**src/rtl/s_box_layer_seq.sv**
```systemverilog
// Iterative PRESENT S-box layer: substitutes LANES nibbles of a WIDTH-bit state
// per clock, forward or inverse, behind valid/ready handshakes on both sides.
`timescale 1ns/1ps

module s_box_layer_seq #(
  parameter int WIDTH = 64,
  parameter int LANES = 4
) (
  input  logic             Clk_ik,
  input  logic             Reset_ir,
  input  logic [WIDTH-1:0] Data_ib,
  input  logic             Inverse_i,
  input  logic             Valid_i,
  output logic             Ready_o,
  output logic [WIDTH-1:0] Data_ob,
  output logic             Valid_o,
  input  logic             Ready_i
);

  localparam int N     = WIDTH / 4;
  localparam int STEPS = (LANES > 0) ? N / LANES : 1;
  localparam int CNT_W = (STEPS > 1) ? $clog2(STEPS) : 1;
  localparam int IDX_W = (WIDTH > 1) ? $clog2(WIDTH) : 1;

  localparam logic [1:0] S_IDLE = 2'd0;
  localparam logic [1:0] S_RUN  = 2'd1;
  localparam logic [1:0] S_DONE = 2'd2;

  // Reject configurations that would leave a partial nibble or a ragged last step.
  if ((WIDTH < 4) || (WIDTH % 4 != 0)) begin : g_bad_width
    $error("s_box_layer_seq: WIDTH must be a positive multiple of 4");
  end
  if (LANES < 1) begin : g_bad_lanes
    $error("s_box_layer_seq: LANES must be at least 1");
  end else if (N % LANES != 0) begin : g_bad_split
    $error("s_box_layer_seq: WIDTH/4 must be divisible by LANES");
  end

  function automatic logic [3:0] sbox_fwd(input logic [3:0] x);
    case (x)
      4'h0: return 4'hC;  4'h1: return 4'h5;  4'h2: return 4'h6;  4'h3: return 4'hB;
      4'h4: return 4'h9;  4'h5: return 4'h0;  4'h6: return 4'hA;  4'h7: return 4'hD;
      4'h8: return 4'h3;  4'h9: return 4'hE;  4'hA: return 4'hF;  4'hB: return 4'h8;
      4'hC: return 4'h4;  4'hD: return 4'h7;  4'hE: return 4'h1;  default: return 4'h2;
    endcase
  endfunction

  function automatic logic [3:0] sbox_inv(input logic [3:0] x);
    case (x)
      4'h0: return 4'h5;  4'h1: return 4'hE;  4'h2: return 4'hF;  4'h3: return 4'h8;
      4'h4: return 4'hC;  4'h5: return 4'h1;  4'h6: return 4'h2;  4'h7: return 4'hD;
      4'h8: return 4'hB;  4'h9: return 4'h4;  4'hA: return 4'h6;  4'hB: return 4'h3;
      4'hC: return 4'h0;  4'hD: return 4'h7;  4'hE: return 4'h9;  default: return 4'hA;
    endcase
  endfunction

  logic [1:0]       state_q;
  logic [WIDTH-1:0] data_q;
  logic             inverse_q;
  logic [CNT_W-1:0] step_q;
  logic             last_step;

  logic [LANES-1:0][IDX_W-1:0] lane_idx;
  logic [LANES-1:0][3:0]       lane_out;

  assign last_step = (step_q == CNT_W'(STEPS - 1));

  // Only LANES S-box instances exist; each picks its nibble of the current step.
  for (genvar l = 0; l < LANES; l++) begin : g_lane
    logic [3:0] lane_in;
    assign lane_idx[l] = IDX_W'((int'(step_q) * LANES + l) * 4);
    assign lane_in     = data_q[lane_idx[l] +: 4];
    assign lane_out[l] = inverse_q ? sbox_inv(lane_in) : sbox_fwd(lane_in);
  end

  // NOTE: all state updates use non-blocking assignments so every register
  // samples pre-edge values; blocking here would create order-dependent races.
  always_ff @(posedge Clk_ik) begin
    if (Reset_ir) begin
      // NOTE: the data register is reset too, because it drives Data_ob directly
      // and a defined zero output after reset is part of the interface contract.
      state_q   <= S_IDLE;
      data_q    <= '0;
      inverse_q <= 1'b0;
      step_q    <= '0;
    end else begin
      case (state_q)
        S_IDLE: begin
          if (Valid_i) begin
            data_q    <= Data_ib;
            inverse_q <= Inverse_i;
            step_q    <= '0;
            state_q   <= S_RUN;
          end
        end
        S_RUN: begin
          for (int l = 0; l < LANES; l++) begin
            data_q[lane_idx[l] +: 4] <= lane_out[l];
          end
          if (last_step) begin
            step_q  <= '0;
            state_q <= S_DONE;
          end else begin
            step_q <= step_q + CNT_W'(1);
          end
        end
        S_DONE: begin
          if (Ready_i) begin
            state_q <= S_IDLE;
          end
        end
        default: state_q <= S_IDLE;
      endcase
    end
  end

  // Handshake outputs decode the state register only; no input reaches them combinationally.
  assign Ready_o = (state_q == S_IDLE);
  assign Valid_o = (state_q == S_DONE);
  assign Data_ob = data_q;

endmodule
```
**config.mk**
```make
export PLATFORM = sky130hd
export DESIGN_NAME = s_box_layer_seq
export DESIGN_NICKNAME = d
export VERILOG_FILES = /design/src/rtl/s_box_layer_seq.sv
export SDC_FILE = /design/constraint.sdc
export NUM_CORES = 1
export LEC_CHECK = 0
export ABC_AREA = 1
export CAP_MARGIN = 20
export CORE_MARGIN = 2
export CORE_UTILIZATION = 51
export CTS_CLUSTER_DIAMETER = 120
export DETAILED_ROUTE_END_ITERATION = 16
export HOLD_SLACK_MARGIN = 0.05
export PLACE_DENSITY = 0.82
export SYNTH_ARGS = -nofsm -noshare
export SYNTH_HDL_FRONTEND = slang
export SYNTH_SLANG_ARGS = --single-unit
```
**constraint.sdc**
```tcl
create_clock -name Clk_ik -period 3.26 [get_ports Clk_ik]
set_clock_uncertainty 0.1 [all_clocks]
set_input_delay 0.326 -clock Clk_ik [delete_from_list [all_inputs] [get_ports Clk_ik]]
set_output_delay 0.326 -clock Clk_ik [all_outputs]
set_load 0.05 [all_outputs]
```
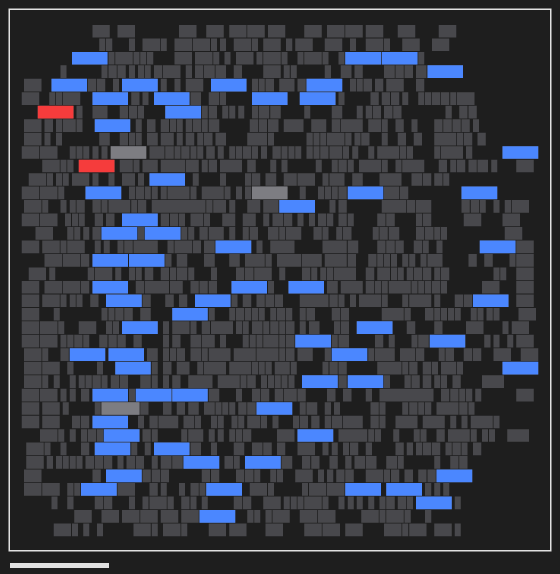
run_1/registers.png
Scale bar: 20 µm. Other sequential cells in the stronger gray, the rest of the logic in the fainter gray.
| color | name in the netlist | flops |
|---|---|---|
| red | `state_q` | 2 |
| blue | `Data_ob` | 64 |
Layout Utilization: 0.664
Sequential Area: 1380 µm²
flop share of the area: 0.193
Seq power: 1.02 mW

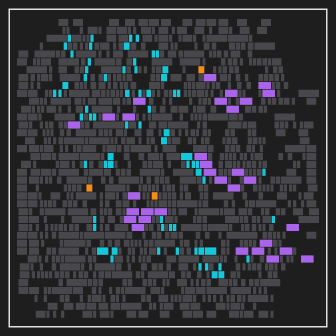
run_1/gate_families.png
| color | family | cells |
|---|---|---|
| cyan | NOR gates | 68 |
| purple | adder and majority cells | 32 |
| orange | AND and OR gates | 3 |
Top cell excl fill/tap: nand2_1
logic share of the area: 0.502
final cell count without fillers: 1175

==> results.yml, run 1 <==
# flow metrics
place:
  dpl_cell_area_um2: 6940
power:
  finalPower_mw: 3.49
  switching_share: 0.454
  power_leader: "combinational cells"
  power_frac_comb: 0.476
  power_density_nw_per_um2: 487
worst_setup_path:
  r2r-end: "Data_ob[51]"
  startpoint: "step_q[0]"
  cpPeakStageDelay_ns: 0.54
  start_kind: "flop"
  cp.depth: 14
  critPathSlowestCell: "dfxtp_2"
  critPathKind: "flop to flop"
  path_buffers: 2
route:
  vias: 6446
  routed_wl_um: 17800
  dr.first_iter.drc_count: 587
sta:
  fin_crit_sh: 0.846
  slew_viol_final: 0
  fin_setup_tns_ns: 0
  worst_slack_ns: 0.501
  worstMarginPinSlew_ns: 1.00
  rsz0062_at_grt: "false"
final_layout:
  antennaDiodeCount: 0
  drive_above_1_share: 0.0860
synth:
  synth_chip_area_um2: 5620
  synth_cell_type_count: 36
  top_logic_kind: "simple AND/OR/NAND/NOR gates"
  ys_seq_share: 0.246
  synthMuxAreaShare: 0
  topCellsByArea: "dfxtp_1 (25%), nand2_1 (20%), nand3_1 (9.5%), ha_1 (7.1%), o21ai_0 (6.5%)"
  avgSynthCellArea_um2: 6.09
  largest_area_cell: "dfxtp_1"
  fa_ha_area_frac: 0.0712
  syn_inst: 924
floorplanning:
  num_rows: 38
  die-area_um2: 11900
  die_width_um: 109
clocking:
  post_cts_resized: 0
  htreeDepth: 3
  tritoncts: "done"
  cts.path.max_buffers: 2
  clock.latency.late_pin_ns: 0.36
grt:
  grt_pass1_wl_um: 28600
run_status:
  status: "complete, no violations"
worst_hold_path:
  min-delay-start: "Data_ib[35]"
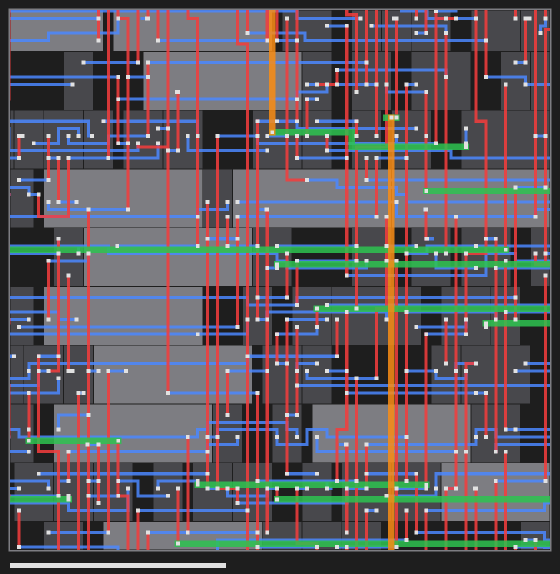
run_1/zoom.png
Scale bar: 10 µm. Window x 15 to 40, y 15 to 40 µm. Cells in gray, sequential cells in the stronger gray; small squares are vias.
| color | layer |
|---|---|
| orange | met4 |
| green | met3 |
| red | met2 |
| blue | met1 |
netlist names of flops here include: `Data_ob` (11), `step_q` (1)
most frequent: dfxtp_1 (11), nand2_1 (11)
cells with their middle in the window: 65
sequential cells in the window: 12

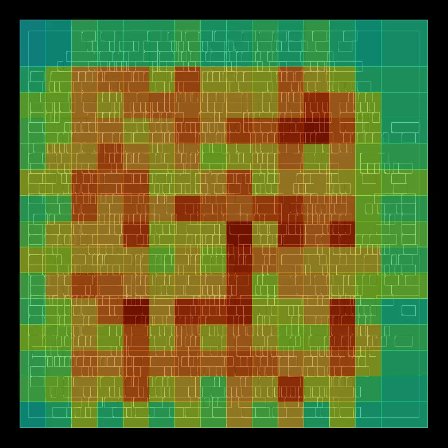
run_1/final_congestion.png
Total GRT Usage: 0.305
met3 Usage GRT: 0.0556
average routed wire per standard cell: 15.2 µm
Global Route met1 Usage: 0.464
Top Usage Layer GRT: met1

[run 1: cell type report]
type	instances	area [µm²]
fillers	993	3630
multi-input cells	712	3590
repair buffers	148	1450
flip-flops and latches	69	1380
inverters	90	345
well taps	140	175
clock buffers	10	128
clock inverters	6	93.8
[run 1: Yosys cell counts, drive strengths merged]
cell	instances
ha	32
nand2	313
dfxtp	69
a31oi	5
nor3	2
o21ai	83
nand3b	1
nand3	114
o2111ai	1
o211ai	2
or2	2
nor2	66
a21oi	66
inv	90
o21a	1
clkbuf	30
buf	23
and2	1
nand4	23
[run 1: layer usage]
metal / wire, µm / global-route usage / vias up
li1: - / - / 3209
met1: 8330 / 0.464 / 2879
met2: 7530 / 0.441 / 339
met3: 1740 / 0.0556 / 19
met4: 202 / 0.0723 / 0
met5: 0 / 0 / -
run_1/port_nets.png
Scale bar: 20 µm.
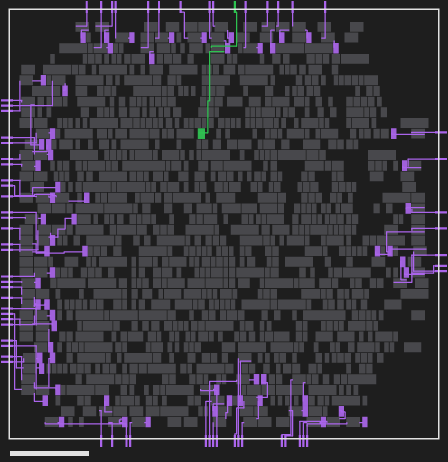

--- run 2 (diff from run 1) ---
clock period = 2.6 ns   (was 3.26 ns; I/O delays follow)
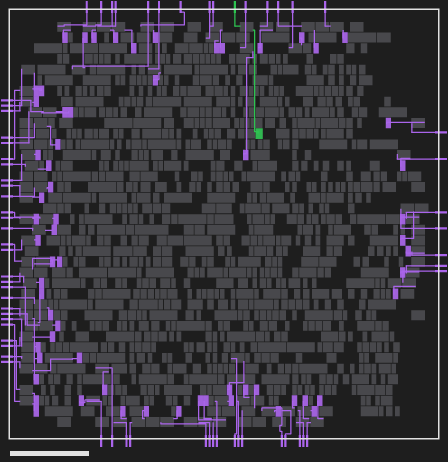
run_2/port_nets.png
Scale bar: 20 µm.
| color | port | bits | direction | end cells | buffers | wire |
|---|---|---|---|---|---|---|
| green | `Inverse_i` | 1 | input | 1 | 1 | 33.3 µm |
| purple | `Data_ib` | 64 | input | 64 | 64 | 912 µm |
I/O Buffers: 134
I/O pin count: 135

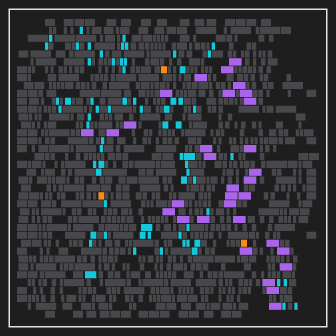
run_2/gate_families.png
| color | family | cells |
|---|---|---|
| purple | adder and majority cells | 32 |
| orange | AND and OR gates | 3 |
| cyan | NOR gates | 68 |
final cell count without fillers: 1198
logic share of the area: 0.489

==> run 2 against run 1 <==
Sequential power is 25% higher. Critical endpoint is now Data_ob[62]. First-iteration DRC count up 13%. Final cell count increased by 2.0%. Utilization increased by 1.7 points. Highest routed layer unchanged.
==> results.yml, run 2 <==
# flow metrics
floorplanning:
  die_width_um: 109
  tap_cells: 140
final_layout:
  clkbuf_count: 10
  seq_area_um2: 1390
  comb_cells: 712
  fillerInstances: 958
  logic_area_um2: 3590
  dominant_cells: "multi-input combinational cells"
  nNonClkInverters: 90
  seq_share: 0.189
  area_share_nonclk_buffers: 0.227
place:
  dpl_cell_area_um2: 7150
worst_setup_path:
  cpPeakStageDelay_ns: 0.41
  start_kind: "flop"
  critPathKind: "flop to flop"
power:
  finalPower_mw: 4.30
sta:
  slew_viol_final: 0
  fin_crit_sh: 0.920
  fin_setup_tns_ns: 0
synth:
  fa_ha_area_frac: 0.0712
  syn_inst: 924
  ys_seq_share: 0.246
grt:
  grt_util_met3: 0.0526
clocking:
  cts.path.max_buffers: 2
route:
  wl_met3_um: 2060
  vias: 6584
  dr.first_iter.drc_count: 663
  routed_wl_um: 18100
run_status:
  status: "complete, no violations"
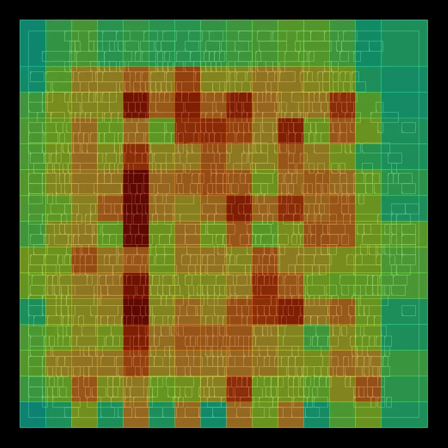
run_2/final_congestion.png
Total GRT Usage: 0.309
Layout Utilization: 0.681
Global Route met1 Usage: 0.492

[run 2: cell counts after synthesis]
No cell type changed its count.
[run 2: where the power goes]
group          internal (mW)  leakage, nW  switching [mW]  total [mW]
combinational          0.747         2.84            1.44        2.19
sequential              1.16        0.572           0.110        1.27
clock                  0.354       0.0833           0.484       0.838
total                   2.26         3.49            2.03        4.30
[run 2: logic make-up (layout without fill, tap and decap cells)]
kind of cell	Yosys count	count (layout)
simple gates	522	522
compound gates	158	158
buf+inv	143	277
flops	69	69
fa+ha+maj	32	32
[run 2: final timing paths]
check	end	from	slack [ns]	depth (start not counted)
worst max-delay path	Data_ob[62]	step_q[0]	0.21	12
worst min-delay path	Data_ob[3]	Data_ib[3]	0.37	3
worst max register to register	Data_ob[62]	step_q[0]	0.21	12
worst min register to register	Data_ob[39]	Data_ob[39]	0.46	2
--- run 3 (diff from run 2) ---
SLEW_MARGIN = 20   (was default)
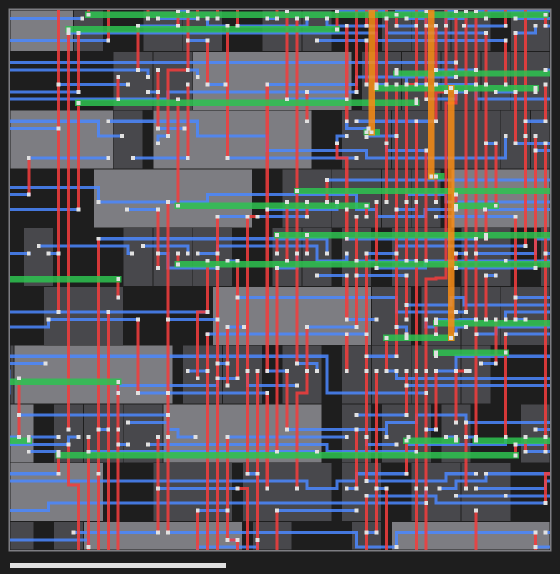
run_3/zoom.png
Scale bar: 10 µm. Window x 15 to 40, y 15 to 40 µm. Cells in gray, sequential cells in the stronger gray; small squares are vias.
| color | layer |
|---|---|
| blue | met1 |
| red | met2 |
| green | met3 |
| orange | met4 |
cells with their middle in the window: 66
sequential cells in the window: 9
most frequent: nand2_1 (13), dfxtp_1 (9), nand3_1 (9)
netlist names of flops here include: `Data_ob` (9)

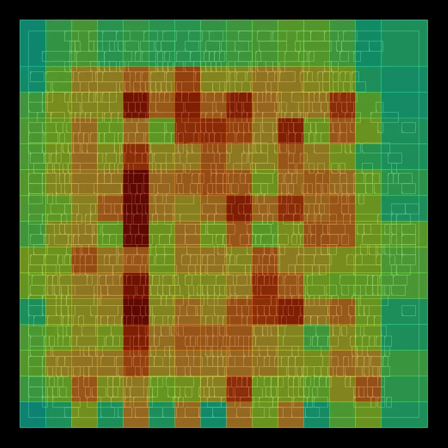
run_3/final_congestion.png
GR Util met2: 0.425
average routed wire per standard cell: 15.1 µm

==> run 3 against run 2 <==
Via count unchanged. Final cell count did not move. Clock power about the same. Synthesized cell count stayed put. Combinational power barely moved. Worst setup slack unchanged. Critical path type unchanged. Largest power group unchanged.
==> results.yml, run 3 <==
# flow metrics
final_layout:
  drive_above_1_share: 0.106
  layout_top_cell: "nand2_1"
  final_util: 0.681
  antennaDiodeCount: 0
clocking:
  cts.path.max_buffers: 2
  clock.latency.late_pin_ns: 0.35
  post_cts_resized: 0
  htreeDepth: 3
worst_hold_path:
  min-delay-start: "Data_ib[3]"
  min_path_cells: 3
run_status:
  status: "complete, no violations"
synth:
  syn_inst: 924
  topCellsByArea: "dfxtp_1 (25%), nand2_1 (20%), nand3_1 (9.5%), ha_1 (7.1%), o21ai_0 (6.5%)"
  synthMuxAreaShare: 0
  async_flop_share: 0
  top_cell: "nand2_1"
  ys_seq_share: 0.246
floorplanning:
  die-area_um2: 11900
  num_rows: 38
  io_pins: 135
sta:
  worst_slack_ns: 0.209
  fin_setup_tns_ns: 0
  worstMarginPinSlew_ns: 1.05
  rsz0062_at_grt: "false"
grt:
  grt_util_met1: 0.492
  grt_pass1_wl_um: 29000
  grt_util_met3: 0.0526
  busiest_layer: "met1"
place:
  dpl_cell_area_um2: 7150
route:
  wl_met1_um: 8400
worst_setup_path:
  path_buffers: 2
  critPathSlowestCell: "dfxtp_4"
  rr_worst_depth: 12
  start_kind: "flop"
power:
  p_switching_mw: 2.03
  switching_share: 0.473
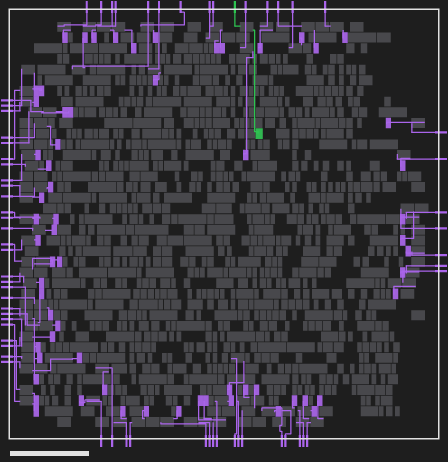
run_3/port_nets.png
Scale bar: 20 µm.

run 3: cell counts in the layout (fill, tap and decap cells not counted):
No cell type changed its count.
run 3: cells by family after synthesis:
family	after synthesis
flops	69
compound gates	158
fa+ha+maj	32
buf+inv	143
simple gates	522
run 3: final timing paths:
| kind | end | slack, ns |
|---|---|---|
| setup / recovery | Data_ob[62] | 0.21 |
| setup reg to reg | Data_ob[62] | 0.21 |
| hold reg to reg | Data_ob[39] | 0.46 |
| hold / removal | Data_ob[3] | 0.37 |
run 3: cell type report:
cell class,instances,area [µm²]
clock buffer,10,128
fill,958,3450
inverter,90,348
tap,140,175
sequential,69,1390
clock inverter,6,46.3
timing repair buffer,171,1670
multi-input combinational,712,3590
Power figures rest on the tool's default switching activity, not on a simulated workload.
